--- config.mk ---
export PLATFORM = sky130hd
export DESIGN_NAME = player_input
export DESIGN_NICKNAME = d
export VERILOG_FILES = /design/src/rtl/player_input.sv
export SDC_FILE = /design/constraint.sdc
export NUM_CORES = 1
export LEC_CHECK = 0
export CAP_MARGIN = 20
export CORE_AREA = 10 10 67 92
export DETAILED_ROUTE_END_ITERATION = 16
export DIE_AREA = 0 0 77 102
export PLACE_DENSITY = 0.72
export SKIP_LAST_GASP = 1
export SLEW_MARGIN = 20
export SYNTH_ARGS = -nofsm -noshare
export SYNTH_HDL_FRONTEND = slang
export SYNTH_SLANG_ARGS = --single-unit
export TNS_END_PERCENT = 50
--- constraint.sdc ---
create_clock -name clk -period 2.1 [get_ports clk]
set_clock_uncertainty 0.05 [all_clocks]
set_input_delay 0.21 -clock clk [delete_from_list [all_inputs] [get_ports clk]]
set_output_delay 0.21 -clock clk [all_outputs]
set_load 0.05 [all_outputs]
--- src/rtl/player_input.sv ---
// player_input: front-end stage between the two raw player pushbuttons and
// the game-logic FSM. Each player channel synchronizes its asynchronous,
// active-low button, debounces it, and produces a one-cycle press pulse
// plus a debounced "held" level.
//
// Optional feature macro: PLAYER_INPUT_REPEAT_EN
//   When defined, a held button also re-pulses: first after REPEAT_DELAY
//   cycles in the pressed state, then every REPEAT_PERIOD cycles, until the
//   release is accepted. When undefined, each accepted press yields exactly
//   one pulse and the repeat logic does not exist.
//
// Parameters:
//   DEBOUNCE_CYCLES  consecutive stable synchronized samples needed to accept
//                    a level change (must be >= 2)
//   REPEAT_DELAY     cycles in PRESSED before the first repeat pulse
//   REPEAT_PERIOD    cycles between subsequent repeat pulses
//
// Ports (player_input):
//   clk      in   system clock
//   reset    in   asynchronous, active-high reset
//   p1btn_n  in   raw player-1 button, 0 = pressed, asynchronous
//   p2btn_n  in   raw player-2 button, 0 = pressed, asynchronous
//   p1data   out  one-cycle press pulse, player 1 (registered)
//   p2data   out  one-cycle press pulse, player 2 (registered)
//   p1held   out  debounced level, player 1, 1 = pressed (registered)
//   p2held   out  debounced level, player 2, 1 = pressed (registered)
//
// The per-channel FSM state is held in player_input_chan.state_q
// (u_p1 / u_p2 instances) for checkers to observe.

// ---------------------------------------------------------------------------
// One player channel: 2-flop synchronizer, debounce FSM, output registers.
//   clk, reset  as above
//   btn_n       raw active-low button
//   data        one-cycle press (and optional repeat) pulse
//   held        debounced pressed level
// ---------------------------------------------------------------------------
module player_input_chan #(
  parameter int DEBOUNCE_CYCLES = 48000,
  parameter int REPEAT_DELAY    = 24000000,
  parameter int REPEAT_PERIOD   = 4800000
) (
  input  logic clk,
  input  logic reset,
  input  logic btn_n,
  output logic data,
  output logic held
);

  localparam int CW = (DEBOUNCE_CYCLES > 2) ? $clog2(DEBOUNCE_CYCLES) : 1;
  // The entry sample counts as the first stable sample, so the FSM moves on
  // when the counter already holds DEBOUNCE_CYCLES-2 and one more stable
  // sample arrives (the count then reaches DEBOUNCE_CYCLES-1).
  localparam logic [CW-1:0] CNT_LAST = CW'(DEBOUNCE_CYCLES - 2);
  localparam logic [CW-1:0] CNT_MAX  = {CW{1'b1}};

  typedef enum logic [1:0] {
    ST_IDLE         = 2'd0,
    ST_PRESS_WAIT   = 2'd1,
    ST_PRESSED      = 2'd2,
    ST_RELEASE_WAIT = 2'd3
  } state_t;

  // Synchronizer; inverted so that s = 1 means pressed.
  logic sync1_q, sync1_d;
  logic sync2_q, sync2_d;
  logic s;

  state_t         state_q, state_d;
  logic  [CW-1:0] cnt_q, cnt_d;
  logic           evt_q, evt_d;
  logic           data_q, data_d;
  logic           held_q, held_d;

  logic press_entry;
  logic rep_fire;

  assign sync1_d = ~btn_n;
  assign sync2_d = sync1_q;
  assign s       = sync2_q;

  // ---------------- state register ----------------
  always_ff @(posedge clk or posedge reset) begin
    if (reset) begin
      sync1_q <= 1'b0;
      sync2_q <= 1'b0;
      state_q <= ST_IDLE;
      cnt_q   <= '0;
      evt_q   <= 1'b0;
      data_q  <= 1'b0;
      held_q  <= 1'b0;
    end else begin
      sync1_q <= sync1_d;
      sync2_q <= sync2_d;
      state_q <= state_d;
      cnt_q   <= cnt_d;
      evt_q   <= evt_d;
      data_q  <= data_d;
      held_q  <= held_d;
    end
  end

  // ---------------- next-state logic ----------------
  always_comb begin
    state_d = state_q;
    cnt_d   = cnt_q;
    unique case (state_q)
      ST_IDLE: begin
        if (s) begin
          state_d = ST_PRESS_WAIT;
          cnt_d   = '0;
        end
      end
      ST_PRESS_WAIT: begin
        if (!s) begin
          state_d = ST_IDLE;
          cnt_d   = '0;
        end else if (cnt_q == CNT_LAST) begin
          state_d = ST_PRESSED;
          cnt_d   = '0;
        end else begin
          cnt_d = (cnt_q == CNT_MAX) ? cnt_q : cnt_q + CW'(1);
        end
      end
      ST_PRESSED: begin
        if (!s) begin
          state_d = ST_RELEASE_WAIT;
          cnt_d   = '0;
        end
      end
      ST_RELEASE_WAIT: begin
        // Going back to PRESSED here is release bounce: no new pulse.
        if (s) begin
          state_d = ST_PRESSED;
          cnt_d   = '0;
        end else if (cnt_q == CNT_LAST) begin
          state_d = ST_IDLE;
          cnt_d   = '0;
        end else begin
          cnt_d = (cnt_q == CNT_MAX) ? cnt_q : cnt_q + CW'(1);
        end
      end
      default: begin
        state_d = ST_IDLE;
        cnt_d   = '0;
      end
    endcase
  end

  // Only a fresh press (not a bounce back from RELEASE_WAIT) makes a pulse.
  assign press_entry = (state_q == ST_PRESS_WAIT) && (state_d == ST_PRESSED);

`ifdef PLAYER_INPUT_REPEAT_EN
  localparam int RMAX = (REPEAT_DELAY > REPEAT_PERIOD) ? REPEAT_DELAY : REPEAT_PERIOD;
  localparam int RW   = (RMAX > 1) ? $clog2(RMAX) : 1;
  localparam logic [RW-1:0] DLY_LAST = RW'(REPEAT_DELAY - 1);
  localparam logic [RW-1:0] PER_LAST = RW'(REPEAT_PERIOD - 1);
  localparam logic [RW-1:0] REP_MAX  = {RW{1'b1}};

  logic [RW-1:0] rep_q, rep_d;
  logic          rep_first_q, rep_first_d;

  always_ff @(posedge clk or posedge reset) begin
    if (reset) begin
      rep_q       <= '0;
      rep_first_q <= 1'b1;
    end else begin
      rep_q       <= rep_d;
      rep_first_q <= rep_first_d;
    end
  end

  // The repeat timer starts on a fresh press, keeps running through release
  // bounce, and is cleared only when the release is accepted. A repeat that
  // would coincide with the accepted release is suppressed.
  always_comb begin
    rep_d       = rep_q;
    rep_first_d = rep_first_q;
    rep_fire    = 1'b0;
    if (press_entry || (state_d == ST_IDLE)) begin
      rep_d       = '0;
      rep_first_d = 1'b1;
    end else if ((state_q == ST_PRESSED) || (state_q == ST_RELEASE_WAIT)) begin
      if (rep_q == (rep_first_q ? DLY_LAST : PER_LAST)) begin
        rep_fire    = 1'b1;
        rep_d       = '0;
        rep_first_d = 1'b0;
      end else begin
        rep_d = (rep_q == REP_MAX) ? rep_q : rep_q + RW'(1);
      end
    end
  end
`else
  assign rep_fire = 1'b0;
`endif

  // ---------------- output logic ----------------
  // evt_q marks the cycle the FSM enters PRESSED (or a repeat is due);
  // data_q is the registered pulse seen one cycle later.
  always_comb begin
    evt_d  = press_entry | rep_fire;
    data_d = evt_q;
    held_d = (state_q == ST_PRESSED) || (state_q == ST_RELEASE_WAIT);
  end

  assign data = data_q;
  assign held = held_q;

endmodule

// ---------------------------------------------------------------------------
// Top: two identical, independent channels; no arbitration between them.
// ---------------------------------------------------------------------------
module player_input #(
  parameter int DEBOUNCE_CYCLES = 48000,
  parameter int REPEAT_DELAY    = 24000000,
  parameter int REPEAT_PERIOD   = 4800000
) (
  input  logic clk,
  input  logic reset,
  input  logic p1btn_n,
  input  logic p2btn_n,
  output logic p1data,
  output logic p2data,
  output logic p1held,
  output logic p2held
);

  player_input_chan #(
    .DEBOUNCE_CYCLES (DEBOUNCE_CYCLES),
    .REPEAT_DELAY    (REPEAT_DELAY),
    .REPEAT_PERIOD   (REPEAT_PERIOD)
  ) u_p1 (
    .clk   (clk),
    .reset (reset),
    .btn_n (p1btn_n),
    .data  (p1data),
    .held  (p1held)
  );

  player_input_chan #(
    .DEBOUNCE_CYCLES (DEBOUNCE_CYCLES),
    .REPEAT_DELAY    (REPEAT_DELAY),
    .REPEAT_PERIOD   (REPEAT_PERIOD)
  ) u_p2 (
    .clk   (clk),
    .reset (reset),
    .btn_n (p2btn_n),
    .data  (p2data),
    .held  (p2held)
  );

endmodule
**Metal layers overlaid**

Two of the layers only.
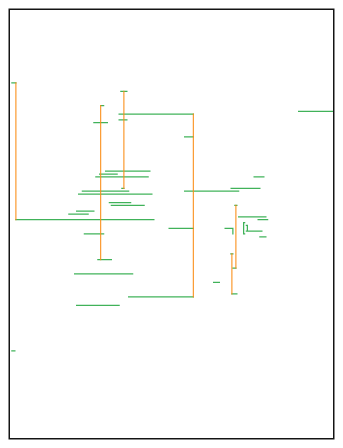
[green] met3 | wire length: 247 um
[orange] met4 | wire length: 161 um

**Placed standard cells**

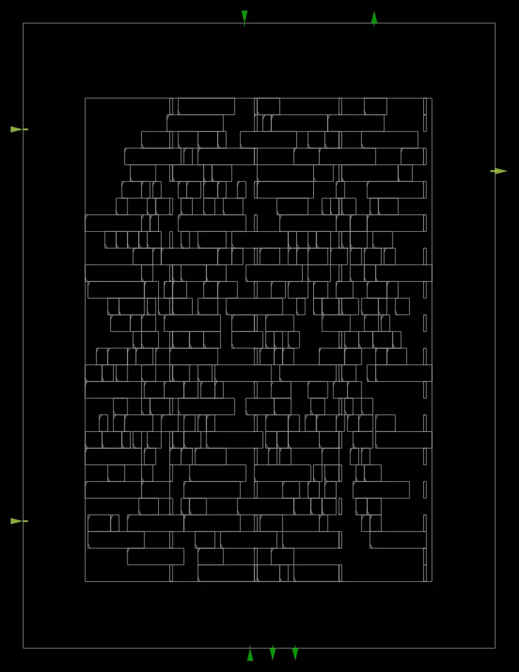
flop count: 46
Layout Utilization: 0.620
fin cells: 334
flop share of the area: 0.416
Tap Count: 62

-- kinds of logic (layout without fill, tap and decap cells) --
| group | count (synthesis) | in the layout | share of synthesized area |
|---|---|---|---|
| simple gates | 108 | 108 | 0.253 |
| compound gates | 62 | 62 | 0.175 |
| flops | 46 | 46 | 0.471 |
| buf+inv | 24 | 42 | 0.0419 |
| xor+xnor | 7 | 7 | 0.0251 |
| fa+ha+maj | 4 | 4 | 0.0205 |
| mux | 3 | 3 | 0.0133 |
-- where the power goes --
group          internal [mW]  switching [mW]  total, mW
registers              0.907          0.0203      0.928
logic                 0.0737          0.0919      0.166
clock network          0.350           0.304      0.654
-- path summary, 6_finish.rpt --
check,end,cells after the start
max in group asynchronous,u_p2.cnt_q[6],3
worst min register to register,u_p1.data,0
worst min-delay path,u_p1.cnt_q[10],3
worst max register to register,u_p1.cnt_q[4],8
min in group clk,u_p1.data,0
worst max-delay path,u_p1.cnt_q[4],8
-- critical path: stages, from the launching register on --
cell       delay, ns
dfrtp_1         0.42
inv_1           0.10
ha_1            0.16
nand4bb_1       0.11
nor4_2          0.33
or2_1           0.26
buf_4           0.17
a31oi_1         0.04
o22a_1          0.20
-- per-stage QoR --
step | util | worst slack [ns] | hold slack (ns)
floorplan | - | 0.287 | 0.219
global placement | 0.595 | 0.204 | 0.283
detailed placement | 0.595 | 0.162 | 0.287
CTS | 0.620 | 0.141 | 0.204
global route | 0.620 | 0.00174 | 0.219
finish | 0.620 | 0.140 | 0.194
-- layer usage --
layer / track usage / vias to the layer above / wire (um)
li1: - / 973 / -
met1: 0.146 / 1004 / 2030
met2: 0.263 / 69 / 2880
met3: 0.0299 / 14 / 246
met4: 0.0676 / 0 / 160
met5: 0 / - / 0
==> flow_metrics.tcl <==
# collected from the flow reports
set metrics [dict create \
    status "finished, final reports clean" \
    boundaryPins 8 \
    routed_wirelength_mm 5.31 \
    top_cells_by_area "dfrtp_1 47%, a21oi_1 3.7%, nor2_1 3.7%, nand2_1 2.9%, nand4_1 2.8%" \
    routed_via_density 6.17 \
    ant_nets 0 \
    die_w_um 77 \
    drc_errors 0 \
    setup_viol 0 \
    drv_slew 0 \
    syn-cell-area_um2 2450 \
    ys_ff 46 \
    htree_levels 2 \
    reg.largest.list "u_p1.cnt_q: 16 flops, u_p2.cnt_q: 16 flops" \
    comb_area_um2 1190 \
    p_total_mw 1.75 \
    dieArea_um2 7850 \
    drt_iter0_drc 189 \
    fin_nets 279 \
    grt_overflow 0 \
    yosysWarnings 0 \
    clk_latency_ns 0.30 \
    syn_avg_cell_area_um2 9.63 \
    grt_max_degree 47 \
    crit_path_end_kind "register" \
    maxCapViolations 0 \
    drtPass1Iterations 4 \
    grt_pass1_vias 2030 \
    min_period_ns 1.96 \
    clkTransAtPathRegs_ns 0.09 \
    ys_async_sr_fraction 1.00 \
    grt_pass1_wl_mm 9.09 \
    cts_resized 0 \
    period_used_share 0.933 \
    flop_cell "dfrtp_1" \
    yosys_area_um2 2450 \
    n_all_inverters 13 \
    fp-utilization 0.548 \
    post_cts_buffers 0 \
    holdCritPathClass "input pin to asynchronous set/reset pin" \
    track_usage 0.140 \
    path_class "register to register" \
    hold_viol 0 \
    crit_fanout 5 \
    routedWlPerCell_um 15.9 \
    cts_max_path_buffers 2 \
    crit_required_ns 2.24 \
    bufAreaShareNonClock 0.0678 \
    tns_ns 0 \
    clkbuf_count 5 \
    cp-start-kind "register" \
    numCtsBuffers 5 \
    netlist_instances 254 \
    synth_seq_share 0.471 \
    top_area_frac 0.471 \
    max_slew.worst_pin.slew_ns 0.896 \
    comb_share 0.431 \
    dp.cells 326 \
    ff_latch_area_um2 1150 \
    antenna_found_initial 0 \
    clk_share 0.0393 \
    p_leak_nw 1.22 \
    portBuffers 7 \
    logic_gate_count 184 \
    fillCellCount 409 \
    num_vias 2060 \
    die_y_um 102 \
]
Power and IR drop assume default switching activity.
